--- src/rtl/cache_mem_arbiter.sv ---
`default_nettype none
// ============================================================================
// Module   : cache_mem_arbiter
// Purpose  : Serialises icache refills and dcache refills/write-backs onto one
//            fixed-latency memory port; dcache-first with an icache turn flag.
// Revision : 1.0  initial release
// ============================================================================
module cache_mem_arbiter #(
  parameter int ADDR_W  = 28,
  parameter int LINE_W  = 128,
  parameter int MEM_LAT = 4
) (
  input  logic              clk,
  input  logic              reset,
  input  logic              i_req,
  input  logic [ADDR_W-1:0] i_addr,
  output logic              i_ack,
  output logic [LINE_W-1:0] i_rdata,
  input  logic              d_req,
  input  logic              d_we,
  input  logic [ADDR_W-1:0] d_addr,
  input  logic [LINE_W-1:0] d_wdata,
  output logic              d_ack,
  output logic [LINE_W-1:0] d_rdata,
  output logic              mem_en,
  output logic              mem_we,
  output logic [ADDR_W-1:0] mem_addr,
  output logic [LINE_W-1:0] mem_wdata,
  input  logic [LINE_W-1:0] mem_rdata,
  output logic              busy
);

  localparam int                 c_CNT_W = 4;
  localparam logic [c_CNT_W-1:0] c_LAT   = c_CNT_W'(MEM_LAT);
  localparam logic [c_CNT_W-1:0] c_ONE   = c_CNT_W'(1);

  typedef enum logic [1:0] {
    ST_IDLE  = 2'd0,
    ST_IBUSY = 2'd1,
    ST_DBUSY = 2'd2
  } state_t;

  state_t              r_state, w_state;
  logic [c_CNT_W-1:0]  r_cnt, w_cnt;
  logic                r_i_turn, w_i_turn;
  logic                w_mem_en, w_mem_we, w_i_ack, w_d_ack, w_busy;
  logic [ADDR_W-1:0]   w_mem_addr;
  logic [LINE_W-1:0]   w_mem_wdata, w_i_rdata, w_d_rdata;
  logic                w_i_elig, w_d_elig;

  // A requester whose ack is still high was just served and must not be re-granted.
  assign w_i_elig = i_req && !i_ack;
  assign w_d_elig = d_req && !d_ack;

  always_comb begin
    w_state     = r_state;
    w_cnt       = r_cnt;
    w_i_turn    = r_i_turn;
    w_mem_en    = 1'b0;
    w_mem_we    = mem_we;
    w_mem_addr  = mem_addr;
    w_mem_wdata = mem_wdata;
    w_i_ack     = 1'b0;
    w_d_ack     = 1'b0;
    w_i_rdata   = i_rdata;
    w_d_rdata   = d_rdata;
    w_busy      = busy;
    case (r_state)
      ST_IDLE: begin
        if (w_i_elig && (!w_d_elig || r_i_turn)) begin
          w_state    = ST_IBUSY;
          w_mem_en   = 1'b1;
          w_mem_we   = 1'b0;
          w_mem_addr = i_addr;
          w_busy     = 1'b1;
          w_cnt      = c_LAT;
          w_i_turn   = 1'b0;
        end else if (w_d_elig) begin
          w_state     = ST_DBUSY;
          w_mem_en    = 1'b1;
          w_mem_we    = d_we;
          w_mem_addr  = d_addr;
          w_mem_wdata = d_wdata;
          w_busy      = 1'b1;
          w_cnt       = c_LAT;
          // icache was passed over; it wins the next contested grant
          if (w_i_elig) begin
            w_i_turn = 1'b1;
          end
        end
      end
      ST_IBUSY, ST_DBUSY: begin
        if (r_cnt == '0) begin
          w_state = ST_IDLE;
          w_busy  = 1'b0;
          if (r_state == ST_IBUSY) begin
            w_i_ack   = 1'b1;
            w_i_rdata = mem_rdata;
          end else begin
            w_d_ack = 1'b1;
            if (!mem_we) begin
              w_d_rdata = mem_rdata;
            end
          end
        end else begin
          w_cnt = r_cnt - c_ONE;
        end
      end
      default: w_state = ST_IDLE;
    endcase
  end

  always_ff @(posedge clk) begin
    if (!reset) begin
      r_state   <= ST_IDLE;
      r_cnt     <= '0;
      r_i_turn  <= 1'b0;
      mem_en    <= 1'b0;
      mem_we    <= 1'b0;
      mem_addr  <= '0;
      mem_wdata <= '0;
      i_ack     <= 1'b0;
      d_ack     <= 1'b0;
      i_rdata   <= '0;
      d_rdata   <= '0;
      busy      <= 1'b0;
    end else begin
      r_state   <= w_state;
      r_cnt     <= w_cnt;
      r_i_turn  <= w_i_turn;
      mem_en    <= w_mem_en;
      mem_we    <= w_mem_we;
      mem_addr  <= w_mem_addr;
      mem_wdata <= w_mem_wdata;
      i_ack     <= w_i_ack;
      d_ack     <= w_d_ack;
      i_rdata   <= w_i_rdata;
      d_rdata   <= w_d_rdata;
      busy      <= w_busy;
    end
  end

endmodule
`default_nettype wire

--- config.mk ---
export PLATFORM = sky130hd
export DESIGN_NAME = cache_mem_arbiter
export DESIGN_NICKNAME = d
export VERILOG_FILES = /design/src/rtl/cache_mem_arbiter.sv
export SDC_FILE = /design/constraint.sdc
export NUM_CORES = 1
export LEC_CHECK = 0
export CAP_MARGIN = 20
export CORE_AREA = 5 5 286 288
export DETAILED_ROUTE_END_ITERATION = 8
export DIE_AREA = 0 0 291 293
export PLACE_DENSITY_LB_ADDON = 0.1
export SYNTH_ARGS = -nofsm -noshare
export SYNTH_HDL_FRONTEND = slang
export SYNTH_SLANG_ARGS = --single-unit
--- constraint.sdc ---
create_clock -name clk -period 5.55 [get_ports clk]
set_input_delay 0.8325 -clock clk [delete_from_list [all_inputs] [get_ports clk]]
set_output_delay 0.8325 -clock clk [all_outputs]
set_load 0.01 [all_outputs]
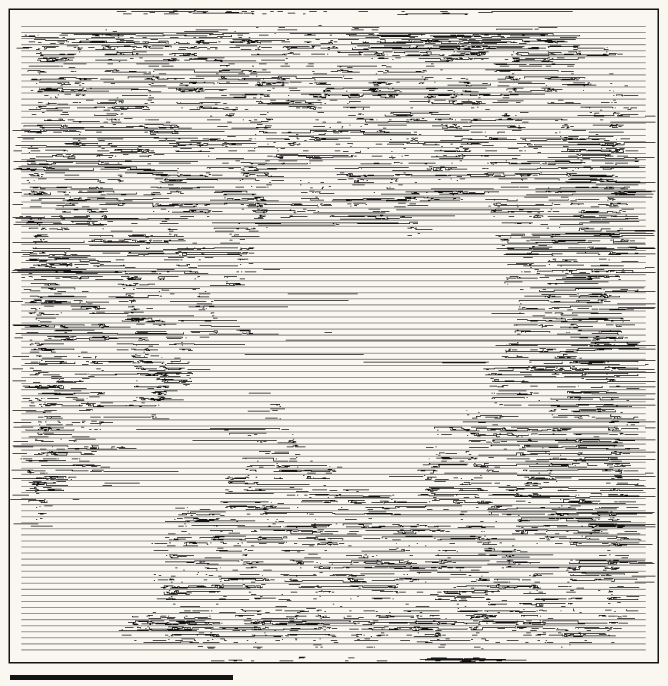
(met1 routing)
Scale bar: 100 um. Supply wires on this layer in gray.
longest straight run: 137 um
wire length on this layer: 27.8 mm
main direction: horizontal
via total after detailed routing: 15200
Routed Wire Length: 74.5 mm
met1 demand-to-capacity share in global routing: 17.9%

==> flow.log <==
[report] implementation figures
INFO  metric yosysWarningCount = 0
INFO  metric ys.flops = around 420
INFO  metric edf_count = 0
INFO  metric cts_made_buffers = between 50 and 60
INFO  metric timing.reg2reg.worst_path_depth = 7
INFO  metric clock_sinks = 424
INFO  metric final.period_utilization = ~51%
INFO  metric core_area = 78600 um^2
INFO  metric tritoncts = yes
INFO  metric status = finished, final reports clean
INFO  metric r2r-start = r_state[0]
INFO  metric finish.utilization = between 30% and 40%
INFO  metric rsz0062_at_grt = no
INFO  metric layout.area.comb = ~6000 um^2
INFO  metric dp_worst_setup_slack = about 2.3 ns
INFO  metric power.leakage = ~8.6 nW
INFO  metric post_synth_ao_oa_area_fraction = about 16%
INFO  metric numPortBuffers = around 730
INFO  metric cts_repair_resize_count = 0
INFO  metric startpoint = r_state[0]
INFO  metric top_logic_cell_by_instance_count_in_the_layout = nand2_1
INFO  metric cts_hold_bufs = 0
INFO  metric worst_setup_path_endpoint = i_rdata[15]
INFO  metric timing_worst_slew_pin_value = around 1.0 ns
INFO  metric power.sequential.total = roughly 3.8 mW
INFO  metric drt.antenna.violating_nets = 0
INFO  metric regToRegEndpoint = i_rdata[15]
INFO  metric buffer_count_from_post_cts_setup_fixing = 0
INFO  metric vdd.ir_drop.worst = about 0.00028 V
INFO  metric finalWorstSetupSlack = between 2 and 3 ns
INFO  metric grt_pass1_vias = between 15000 and 20000
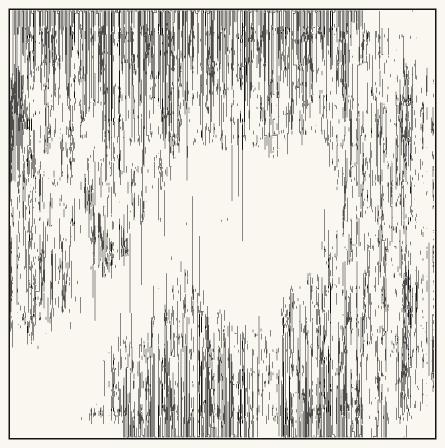
(signal wires on met2)
main direction: vertical
longest straight run: 106 um
share of all routed wire: 50%
wire length on this layer: 37.5 mm
met2 global-route usage: 29.1%

-- flip-flops by register name, summed over array words and instances (netlist names), 2 cells and up --
name	count
d_rdata	128
i_rdata	128
mem_addr	28
mem_wdata	128
r_cnt	4
r_state	2
-- metal layers --
| metal | global-route usage, % | wire length (um) | share of wire, % |
|---|---|---|---|
| met2 | 29.1 | 37500 | 50 |
| met4 | 6.40 | 2750 | 3.7 |
| met1 | 17.9 | 27800 | 37 |
| met3 | 6.11 | 6280 | 8.4 |
| met5 | 0 | 71 | 0.095 |
-- cell type report --
class                      count  area share [%]
sequential                   424            34.0
timing repair buffer         749            30.0
multi-input combinational   1321            23.6
clock buffer                  81            6.38
tap                         1050            5.26
clock inverter                12           0.511
antenna                       13           0.130
inverter                       6           0.120
